File: src/rtl/pc_pkg.sv
// Shared constants, command encoding and address helper for the RAT program counter.
package pc_pkg;

    localparam int ADDR_W      = 10;
    localparam int STACK_DEPTH = 8;
    localparam int STK_CNT_W   = $clog2(STACK_DEPTH + 1);

    localparam logic [ADDR_W-1:0] RESET_VEC = 10'h000;
    localparam logic [ADDR_W-1:0] INTR_VEC  = 10'h3FF;

    typedef enum logic [2:0] {
        CMD_NOP  = 3'b000,
        CMD_INC  = 3'b001,
        CMD_JUMP = 3'b010,
        CMD_CALL = 3'b011,
        CMD_RET  = 3'b100,
        CMD_INTR = 3'b101,
        CMD_RETI = 3'b110,
        CMD_RSVD = 3'b111
    } pc_cmd_t;

    // Increment wraps naturally at the address width.
    function automatic logic [ADDR_W-1:0] pc_incr(input logic [ADDR_W-1:0] pc);
        return pc + {{(ADDR_W-1){1'b0}}, 1'b1};
    endfunction

endpackage

File: src/rtl/ret_stack.sv
// Hardware return-address LIFO: pointer-indexed register array with occupancy count.
module ret_stack #(
    parameter  int DEPTH = 8,
    parameter  int WIDTH = 10,
    localparam int CNT_W = $clog2(DEPTH + 1),
    localparam int PTR_W = (DEPTH > 1) ? $clog2(DEPTH) : 1
) (
    input  logic             clk_i,
    input  logic             rst_ni,
    input  logic             push_i,
    input  logic             pop_i,
    input  logic [WIDTH-1:0] data_i,
    output logic [WIDTH-1:0] data_o,
    output logic [CNT_W-1:0] count_o,
    output logic             full_o,
    output logic             empty_o
);

    logic [CNT_W-1:0] count_q;
    logic [CNT_W-1:0] count_d;
    logic [WIDTH-1:0] mem_q [DEPTH];
    logic [PTR_W-1:0] wr_ptr_s;
    logic [PTR_W-1:0] rd_ptr_s;
    logic             do_push_s;
    logic             do_pop_s;

    assign full_o    = (count_q == CNT_W'(DEPTH));
    assign empty_o   = (count_q == {CNT_W{1'b0}});
    assign do_push_s = push_i & ~full_o;
    assign do_pop_s  = pop_i & ~empty_o;
    assign wr_ptr_s  = PTR_W'(count_q);
    assign rd_ptr_s  = PTR_W'(count_q - CNT_W'(1));
    assign data_o    = mem_q[rd_ptr_s];
    assign count_o   = count_q;

    // Occupancy next-state; push and pop never coincide.
    always_comb begin
        count_d = count_q;
        if (do_push_s) begin
            count_d = count_q + CNT_W'(1);
        end else if (do_pop_s) begin
            count_d = count_q - CNT_W'(1);
        end else begin
            count_d = count_q;
        end
    end

    // Occupancy register.
    always_ff @(posedge clk_i or negedge rst_ni) begin
        if (!rst_ni) begin
            count_q <= {CNT_W{1'b0}};
        end else begin
            count_q <= count_d;
        end
    end

    // Entry storage; contents carry no reset value.
    always_ff @(posedge clk_i) begin
        if (do_push_s) begin
            mem_q[wr_ptr_s] <= data_i;
        end
    end

endmodule

File: src/rtl/pc_fetch_unit.sv
// Program counter and next-address selection for the RAT core, including
// call/return/interrupt handling over the internal return stack.
module pc_fetch_unit
    import pc_pkg::*;
(
    input  logic                 CLK,
    input  logic                 RST_N,
    input  logic [2:0]           CMD,
    input  logic [ADDR_W-1:0]    FROM_IMMED,
    input  logic                 CLR_ERR,
    output logic [ADDR_W-1:0]    PC_COUNT,
    output logic [STK_CNT_W-1:0] STK_CNT,
    output logic                 INT_ACTIVE,
    output logic                 OVF,
    output logic                 UNF
);

    logic [ADDR_W-1:0] pc_q, pc_d;
    logic              int_q, int_d;
    logic              ovf_q, ovf_d;
    logic              unf_q, unf_d;

    logic              push_s;
    logic              pop_s;
    logic [ADDR_W-1:0] push_data_s;
    logic [ADDR_W-1:0] pop_data_s;
    logic              full_s;
    logic              empty_s;
    logic [ADDR_W-1:0] pc_inc_s;
    pc_cmd_t           cmd_s;

    assign cmd_s    = pc_cmd_t'(CMD);
    assign pc_inc_s = pc_incr(pc_q);

    ret_stack #(
        .DEPTH (STACK_DEPTH),
        .WIDTH (ADDR_W)
    ) u_ret_stack (
        .clk_i   (CLK),
        .rst_ni  (RST_N),
        .push_i  (push_s),
        .pop_i   (pop_s),
        .data_i  (push_data_s),
        .data_o  (pop_data_s),
        .count_o (STK_CNT),
        .full_o  (full_s),
        .empty_o (empty_s)
    );

    // Command decode: next PC, stack requests, interrupt state and error flags.
    always_comb begin
        pc_d        = pc_q;
        int_d       = int_q;
        ovf_d       = CLR_ERR ? 1'b0 : ovf_q;
        unf_d       = CLR_ERR ? 1'b0 : unf_q;
        push_s      = 1'b0;
        pop_s       = 1'b0;
        push_data_s = pc_inc_s;
        case (cmd_s)
            CMD_INC: begin
                pc_d = pc_inc_s;
            end
            CMD_JUMP: begin
                pc_d = FROM_IMMED;
            end
            CMD_CALL: begin
                pc_d = FROM_IMMED;
                if (full_s) begin
                    ovf_d = 1'b1;
                end else begin
                    push_s = 1'b1;
                end
            end
            CMD_RET: begin
                if (empty_s) begin
                    unf_d = 1'b1;
                    pc_d  = pc_inc_s;
                end else begin
                    pop_s = 1'b1;
                    pc_d  = pop_data_s;
                end
            end
            CMD_INTR: begin
                // No nesting: a second interrupt while servicing is dropped.
                if (int_q) begin
                    pc_d = pc_q;
                end else begin
                    pc_d        = INTR_VEC;
                    int_d       = 1'b1;
                    push_data_s = pc_q;
                    if (full_s) begin
                        ovf_d = 1'b1;
                    end else begin
                        push_s = 1'b1;
                    end
                end
            end
            CMD_RETI: begin
                int_d = 1'b0;
                if (empty_s) begin
                    unf_d = 1'b1;
                    pc_d  = pc_inc_s;
                end else begin
                    pop_s = 1'b1;
                    pc_d  = pop_data_s;
                end
            end
            default: begin
                pc_d = pc_q;
            end
        endcase
    end

    // PC, interrupt and sticky error registers.
    always_ff @(posedge CLK or negedge RST_N) begin
        if (!RST_N) begin
            pc_q  <= RESET_VEC;
            int_q <= 1'b0;
            ovf_q <= 1'b0;
            unf_q <= 1'b0;
        end else begin
            pc_q  <= pc_d;
            int_q <= int_d;
            ovf_q <= ovf_d;
            unf_q <= unf_d;
        end
    end

    assign PC_COUNT   = pc_q;
    assign INT_ACTIVE = int_q;
    assign OVF        = ovf_q;
    assign UNF        = unf_q;

endmodule

File: config.mk
export PLATFORM = sky130hd
export DESIGN_NAME = pc_fetch_unit
export DESIGN_NICKNAME = d
export VERILOG_FILES = /design/src/rtl/pc_pkg.sv /design/src/rtl/ret_stack.sv /design/src/rtl/pc_fetch_unit.sv
export SDC_FILE = /design/constraint.sdc
export NUM_CORES = 1
export LEC_CHECK = 0
export CAP_MARGIN = 20
export CELL_PAD_IN_SITES_DETAIL_PLACEMENT = 1
export CELL_PAD_IN_SITES_GLOBAL_PLACEMENT = 2
export CORE_UTILIZATION = 42
export DETAILED_ROUTE_END_ITERATION = 10
export GPL_ROUTABILITY_DRIVEN = 0
export PLACE_DENSITY_LB_ADDON = 0.2
export REMOVE_ABC_BUFFERS = 1
export SLEW_MARGIN = 20
export SYNTH_ARGS = -nofsm -noshare
export SYNTH_HDL_FRONTEND = slang
export SYNTH_SLANG_ARGS = --single-unit
File: constraint.sdc
create_clock -name CLK -period 3.6 [get_ports CLK]
set_input_delay 0.72 -clock CLK [delete_from_list [all_inputs] [get_ports CLK]]
set_output_delay 0.72 -clock CLK [all_outputs]
set_load 0.01 [all_outputs]
**Run 1: power grid**

Drawn at 4 px/um. Pins as bars on the die edge. Tap cells in grey.
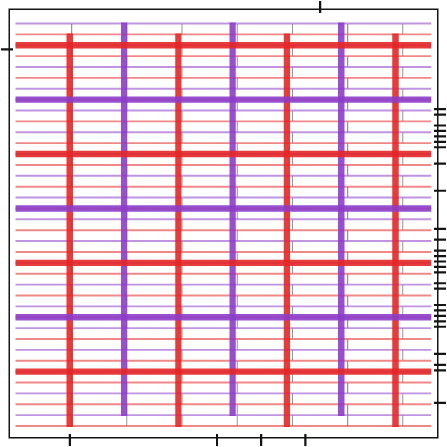
red -> VSS
purple -> VDD
tap cells = 136
rows = 37

**Run 1: placed cells, one colour a class**

Drawn at 4 px/um. Fill, decap, tap and diode cells in grey.
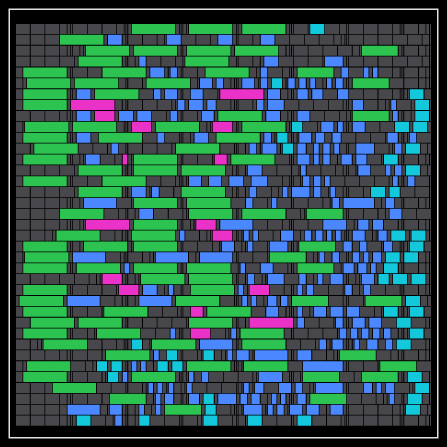
blue -> remaining logic cells  # cells 221, share of their area 32%
green -> registers  # cells 97, share of their area 55%
magenta -> clock drivers and dummy loads  # cells 16, share of their area 5.1%
cyan -> remaining buffers and delay cells  # cells 49, share of their area 8.7%
Placement Rows: 37
core outline area: 10500 sq um
register fraction of the total cell area: 52.9%

==> summary.json, run 1 <==
{
  "tritoncts_num_sinks": 97,
  "all_layer_global_routing_usage_pct": 20.5,
  "dp_hpwl_um": 7730,
  "grt_pass1_wl_um": 17200,
  "synthDominantCellAreaShare_pct": 52.1,
  "required_ns": 3.84,
  "post-synth-top-area-cell": "sky130_fd_sc_hd__edfxtp_1",
  "maximum_level_of_the_cts_h_tree": 3,
  "setup.worst_path.start_class": "register",
  "leakagePower_nw": 1.89,
  "synth-seq-cells": 97,
  "outcome": "finished clean",
  "layout_top_cells": "sky130_fd_sc_hd__edfxtp_1, sky130_fd_sc_hd__clkdlybuf4s50_1, sky130_fd_sc_hd__nand2_1, sky130_fd_sc_hd__nor2_1, sky130_fd_sc_hd__mux2i_1",
  "fin_worst_skew_ns": 0.0164,
  "tritoncts": "yes",
  "met2_usage_pct": 30.8,
  "placedCellCount": 503,
  "library_cell_used_as_clock_root_buffer": "sky130_fd_sc_hd__clkbuf_8",
  "area_delta_synth_final_pct": 16.1,
  "gr-max-usage-layer": "met1",
  "synthesis.instances": 338,
  "met1_usage_pct": 31.3,
  "min_path_type": "register to register",
  "fin_setup_tns_ns": 0,
  "critical_path_buf_inv_count": 1,
  "crit_type": "register to register",
  "pwr_density_cell_nw_per_um2": 796,
  "clkLatencyLatePin_ns": 0.35,
  "ir_worst_vdd_mv": 0.355,
  "most_frequent_standard_cell_in_the_layout_excluding_fill_and_tap_cells": "sky130_fd_sc_hd__edfxtp_1",
  "groute.layer.met3.usage_pct": 3.10,
  "synthDistinctLibCells": 52,
  "ys_seq_share_pct": 61.4,
  "warnings": 26,
  "cts.reportedPaths.clkPinSlew_ns": 0.10,
  "post-cts-setup-buffer-count": 0,
  "maxCapViolations": 0,
  "tritoncts.num_buffers": 9,
  "hold_buffers": 0,
  "cts_resized": 0,
  "max-clock-path-buffers": 2
}
**Run 1: clock distribution**

Drawn at 4 px/um.
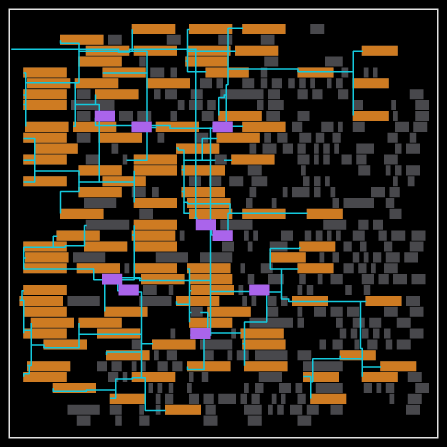
cyan -> clock wires  # length 1050 um
orange -> flip-flops  # count 97
purple -> clock-net drivers  # count 9
routed clock nets = 10

==> run 1: area by class of cell <==
cell class | count | area (sq um)
fillers | 1057 | 5110
flip-flops and latches | 97 | 2830
clock inverters | 6 | 138
well taps | 136 | 170
clock buffers | 10 | 128
multi-input cells | 210 | 1600
inverters | 11 | 41.3
repair buffers | 49 | 448
==> run 1: power by group <==
| group | total (W) | internal (W) | switching [W] |
|---|---|---|---|
| Sequential | 0.00162 | 0.00148 | 0.000140 |
| Clock | 0.000904 | 0.000537 | 0.000367 |
| Combinational | 0.00173 | 0.000714 | 0.00101 |
| Total | 0.00425 | 0.00273 | 0.00152 |
==> run 1: path summary, 6_finish.rpt <==
check / from / to / slack (ns) / depth (start not counted)
setup / recovery: u_ret_stack.count_o[0] / PC_COUNT[7] / 0.88 / 7
setup reg to reg: u_ret_stack.count_o[0] / PC_COUNT[7] / 0.88 / 7
hold / removal: UNF / UNF / 0.54 / 2
hold reg to reg: UNF / UNF / 0.54 / 2
max in group asynchronous: RST_N / PC_COUNT[5] / 2.15 / 1
min in group asynchronous: RST_N / u_ret_stack.count_o[3] / 0.88 / 1
==> run 1: flip-flops by register name, indices dropped and copies added (netlist names) <==
name	flops
INT_ACTIVE	1
OVF	1
PC_COUNT	10
UNF	1
u_ret_stack.count_o	4
u_ret_stack.mem_q	80
==> run 1: Yosys cell counts, drive strengths merged <==
cell and number:
nor3b 2, nand2 23, nor3 9, o22ai 4, inv 11, o21a 4, a32oi 1, o22a 1
clkbuf 2, and4 4, o21ai 16, ha 3, mux2 1, a2bb2oi 4, a31oi 1, a21o 1
a211o 1, nor4 1, o31ai 3, xnor2 9, o211ai 4, a211oi 2, nor2b 5, mux4 10
nand2b 5, or2 1, nand3 20, nand4 1, xor2 8, nor2 23, a311oi 5, buf 18
a22oi 2, dfrtp 17, a21oi 11, a22o 1, or3b 2, mux2i 22, edfxtp 80
==> run 1: cells by family after synthesis <==
family | share of synthesized area, %
buf+inv | 3.99
simple gates | 10.8
fa+ha+maj | 0.815
mux | 9.91
flops | 61.4
compound gates | 9.32
xor+xnor | 3.80
==> run 1: stage by stage <==
| step | cell area, sq um | utilization (%) | hold WS (ns) | setup WS, ns |
|---|---|---|---|---|
| 6_report | 5350 | 51.1 | 0.539 | 0.879 |
| 3_3_place_gp | 5080 | 48.6 | 0.519 | 0.764 |
| 2_1_floorplan | 4460 | - | 0.424 | 0.116 |
| 5_1_grt | 5350 | 51.1 | 0.564 | 0.655 |
| 4_1_cts | 5350 | 51.1 | 0.548 | 0.850 |
| 3_5_place_dp | 5080 | 48.6 | 0.534 | 0.634 |
==> run 1: metal layers <==
layer	part of all wire [%]	vias up
li1	-	1358
met1	51	1423
met2	44	53
met3	4.0	7
met4	0.86	0
met5	0	-
==> run 1: worst reg2reg max path, cell delays in order, from the launching register on <==
cell                       delay (ns)
sky130_fd_sc_hd__dfrtp_1         0.39
sky130_fd_sc_hd__inv_1           0.41
sky130_fd_sc_hd__ha_1            0.51
sky130_fd_sc_hd__nor3b_4         0.60
sky130_fd_sc_hd__a311oi_1        0.11
sky130_fd_sc_hd__and4_1          0.28
sky130_fd_sc_hd__a211oi_1        0.24
sky130_fd_sc_hd__nor2_1          0.07
**Run 1: routed metal, one colour a layer**

Drawn at 4 px/um.
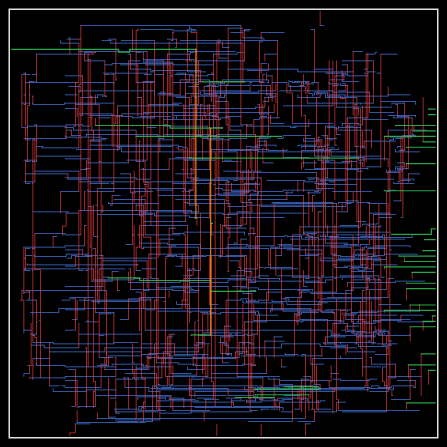

## Run 2: what changed since run 1
Clock period 3.6 ns to 2.6 ns, I/O delays scaled along.
**Run 2: routed metal, one colour a layer**

Drawn at 4 px/um.
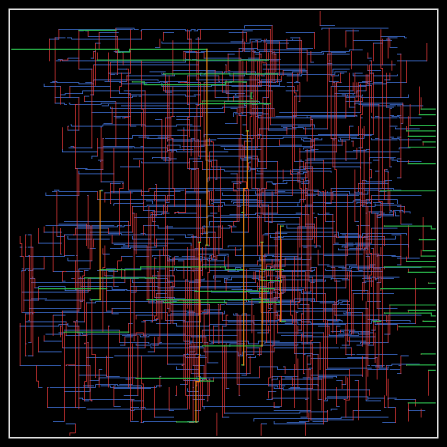
red -> M2  # wire length 5120 um
green -> M3  # wire length 599 um
blue -> M1  # wire length 5620 um
orange -> M4  # wire length 231 um
all-layer global routing usage: 22.2%
DR vias: 2988
WL/cell: 21.6 um

==> summary.json, run 2 <==
{
  "outcome": {"value": "finished clean", "change": "unchanged"},
  "critical_path_buf_inv_count": {"value": 1, "change": "unchanged"},
  "top_cell": {"value": "sky130_fd_sc_hd__edfxtp_1", "change": "unchanged"},
  "dominantRegCellSynth": {"value": "sky130_fd_sc_hd__edfxtp_1", "change": "unchanged"},
  "placedCellCount": {"value": 520, "change": "was 503"},
  "pre_cts_ws": {"value": 0.0115, "unit": "ns", "change": "was 0.634 ns"},
  "required": {"value": 2.86, "unit": "ns", "change": "was 3.84 ns"},
  "dp_hpwl": {"value": 8050, "unit": "um", "change": "was 7730 um"},
  "max-clock-path-buffers": {"value": 2, "change": "unchanged"},
  "drt_iter0_markers": {"value": 142, "change": "was 197"},
  "tritoncts": {"value": "yes", "change": "unchanged"},
  "ir_worst_vdd": {"value": 0.652, "unit": "mV", "change": "was 0.355 mV"},
  "power_switching_share": {"value": 38.8, "unit": "%", "change": "was 35.8%"},
  "maximum_level_of_the_cts_h_tree": {"value": 3, "change": "unchanged"},
  "area_delta_synth_final": {"value": 16.8, "unit": "%", "change": "was 16.1%"},
  "post-cts-setup-buffer-count": {"value": 0, "change": "unchanged"},
  "power.switching": {"value": 0.00220, "unit": "W", "change": "was 0.00152 W"},
  "min_path_type": {"value": "input pin to async pin", "change": "was register to register"},
  "synth-async-reset-ratio": {"value": 17.5, "unit": "%", "change": "unchanged"},
  "leakagePower": {"value": 1.93, "unit": "nW", "change": "was 1.89 nW"},
  "cts_resized": {"value": 0, "change": "unchanged"},
  "registers.top_by_ff_count": {"value": "u_ret_stack.mem_q", "change": "unchanged"},
  "warnings": {"value": 26, "change": "unchanged"},
  "tritoncts_num_sinks": {"value": 97, "change": "unchanged"},
  "crit_type": {"value": "register to register", "change": "unchanged"},
  "flop_area": {"value": 2830, "unit": "sq um", "change": "unchanged"},
  "maxCapViolations": {"value": 0, "change": "unchanged"},
  "relSlewSlack": {"value": 46.6, "unit": "%", "change": "was 38.1%"},
  "share_comb_of_total_power": {"value": 45.7, "unit": "%", "change": "was 40.6%"},
  "synth-edff-count": {"value": 80, "change": "unchanged"},
  "critical_path.cell_chain": {"value": "inv_1 > ha_1 > xnor2_2 > nand3_1 > and4_1 > a211oi_1 > nor2_1", "change": "was inv_1 > ha_1 > nor3b_4 > a311oi_1 > and4_1 > a211oi_1 > nor2_1"},
  "power.clock.fraction": {"value": 15.2, "unit": "%", "change": "was 21.3%"},
  "final_critical_path_setup_slack": {"value": 0.302, "unit": "ns", "change": "was 0.879 ns"},
  "cellInternalPower": {"value": 0.00346, "unit": "W", "change": "was 0.00273 W"},
  "synthTopCellsByCount": {"value": "sky130_fd_sc_hd__edfxtp_1, sky130_fd_sc_hd__nand2_1, sky130_fd_sc_hd__nor2_1", "change": "unchanged"},
  "core_area": {"value": 10500, "unit": "sq um", "change": "unchanged"},
  "layout_top_cells": {"value": "sky130_fd_sc_hd__edfxtp_1, sky130_fd_sc_hd__buf_4, sky130_fd_sc_hd__clkdlybuf4s50_1", "change": "was sky130_fd_sc_hd__edfxtp_1, sky130_fd_sc_hd__clkdlybuf4s50_1, sky130_fd_sc_hd__nand2_1, sky130_fd_sc_hd__nor2_1, sky130_fd_sc_hd__mux2i_1"},
  "hold_buffers": {"value": 0, "change": "unchanged"},
  "number_of_flip_flops_in_the_largest_register": {"value": 80, "change": "unchanged"},
  "synthDistinctLibCells": {"value": 52, "change": "unchanged"},
  "num_antenna_cells": {"value": 0, "change": "unchanged"},
  "tritoncts.num_buffers": {"value": 9, "change": "unchanged"},
  "pwr_density_cell": {"value": 1050, "unit": "nW/um^2", "change": "was 796 nW/um^2"},
  "seq_power_share": {"value": 39.0, "unit": "%", "change": "was 38.1%"},
  "synth-seq-cells": {"value": 97, "change": "unchanged"},
  "post-synth-top-area-cell": {"value": "sky130_fd_sc_hd__edfxtp_1", "change": "unchanged"},
  "comb_area": {"value": 1600, "unit": "sq um", "change": "unchanged"},
  "num-nets-final": {"value": 414, "change": "was 397"},
  "library_cell_used_as_clock_root_buffer": {"value": "sky130_fd_sc_hd__clkbuf_8", "change": "unchanged"},
  "ys_seq_share": {"value": 61.4, "unit": "%", "change": "unchanged"},
  "core.rowCount": {"value": 37, "change": "unchanged"},
  "grt_pass1_wl": {"value": 18300, "unit": "um", "change": "was 17200 um"},
  "synthDominantCellAreaShare": {"value": 52.1, "unit": "%", "change": "unchanged"},
  "most_frequent_standard_cell_in_the_layout_excluding_fill_and_tap_cells": {"value": "sky130_fd_sc_hd__edfxtp_1", "change": "unchanged"}
}
==> run 2: worst reg2reg max path, cell delays in order (launching register included) <==
cell	delay, ns
sky130_fd_sc_hd__dfrtp_1	0.36
sky130_fd_sc_hd__inv_1	0.08
sky130_fd_sc_hd__ha_1	0.35
sky130_fd_sc_hd__xnor2_2	0.66
sky130_fd_sc_hd__nand3_1	0.24
sky130_fd_sc_hd__and4_1	0.25
sky130_fd_sc_hd__a211oi_1	0.19
sky130_fd_sc_hd__nor2_1	0.06
==> run 2: cell type report <==
class | count | share of cell area (%)
Clock buffer | 9 | 2.30
Tap cell | 136 | 3.16
Clock inverter | 6 | 0.674
Timing Repair Buffer | 66 | 10.9
Multi-Input combinational cell | 210 | 29.6
Inverter | 11 | 0.767
Sequential cell | 97 | 52.5
==> run 2: final timing paths <==
path / cells after the start / slack (ns) / end / startpoint
max: 7 / 0.30 / PC_COUNT[7] / u_ret_stack.count_o[1]
max reg2reg: 7 / 0.30 / PC_COUNT[7] / u_ret_stack.count_o[1]
min in group CLK: 2 / 0.54 / OVF / OVF
max in group asynchronous: 2 / 1.92 / PC_COUNT[6] / RST_N
min reg2reg: 2 / 0.54 / OVF / OVF
min: 2 / 0.47 / OVF / RST_N
==> run 2: power by group through the flow <==
stage               sequential (W)  combinational, W  clock (W)
finish                     0.00221           0.00259   0.000863
global route               0.00223           0.00279   0.000929
CTS                        0.00221           0.00259   0.000879
detailed placement         0.00225           0.00258          0
global placement           0.00224           0.00252          0
floorplan                  0.00233           0.00146          0
==> run 2: per-stage QoR <==
step / setup TNS, ns / total power (W) / hold slack, ns / instance area (sq um) / util, %
after CTS: 0 / 0.00568 / 0.471 / 5380 / 51.4
final: 0 / 0.00566 / 0.467 / 5380 / 51.4
after floorplan: -25.21 / 0.00379 / 0.224 / 4460 / -
after detailed placement: 0 / 0.00482 / 0.527 / 5220 / 49.9
after global routing: 0 / 0.00595 / 0.491 / 5380 / 51.4
after global placement: 0 / 0.00476 / 0.517 / 5220 / 49.9
==> run 2: cell families (layout without fill, tap and decap cells) <==
logic type | count (synthesis) | after routing | synth area share, %
buf+inv | 31 | 92 | 3.99
simple gates | 96 | 96 | 10.8
mux | 33 | 33 | 9.91
fa+ha+maj | 3 | 3 | 0.815
xor+xnor | 17 | 17 | 3.80
compound gates | 61 | 61 | 9.32
flops | 97 | 97 | 61.4
==> run 2: routing by layer <==
layer,GRT usage [%],vias to the layer above,part of all wire (%)
met5,0,-,0
met4,9.10,0,2.0
met3,3.83,15,5.2
met2,34.0,85,44
met1,31.4,1502,49
li1,-,1386,-
No activity file was given, so power comes from the tool's default toggle rates.
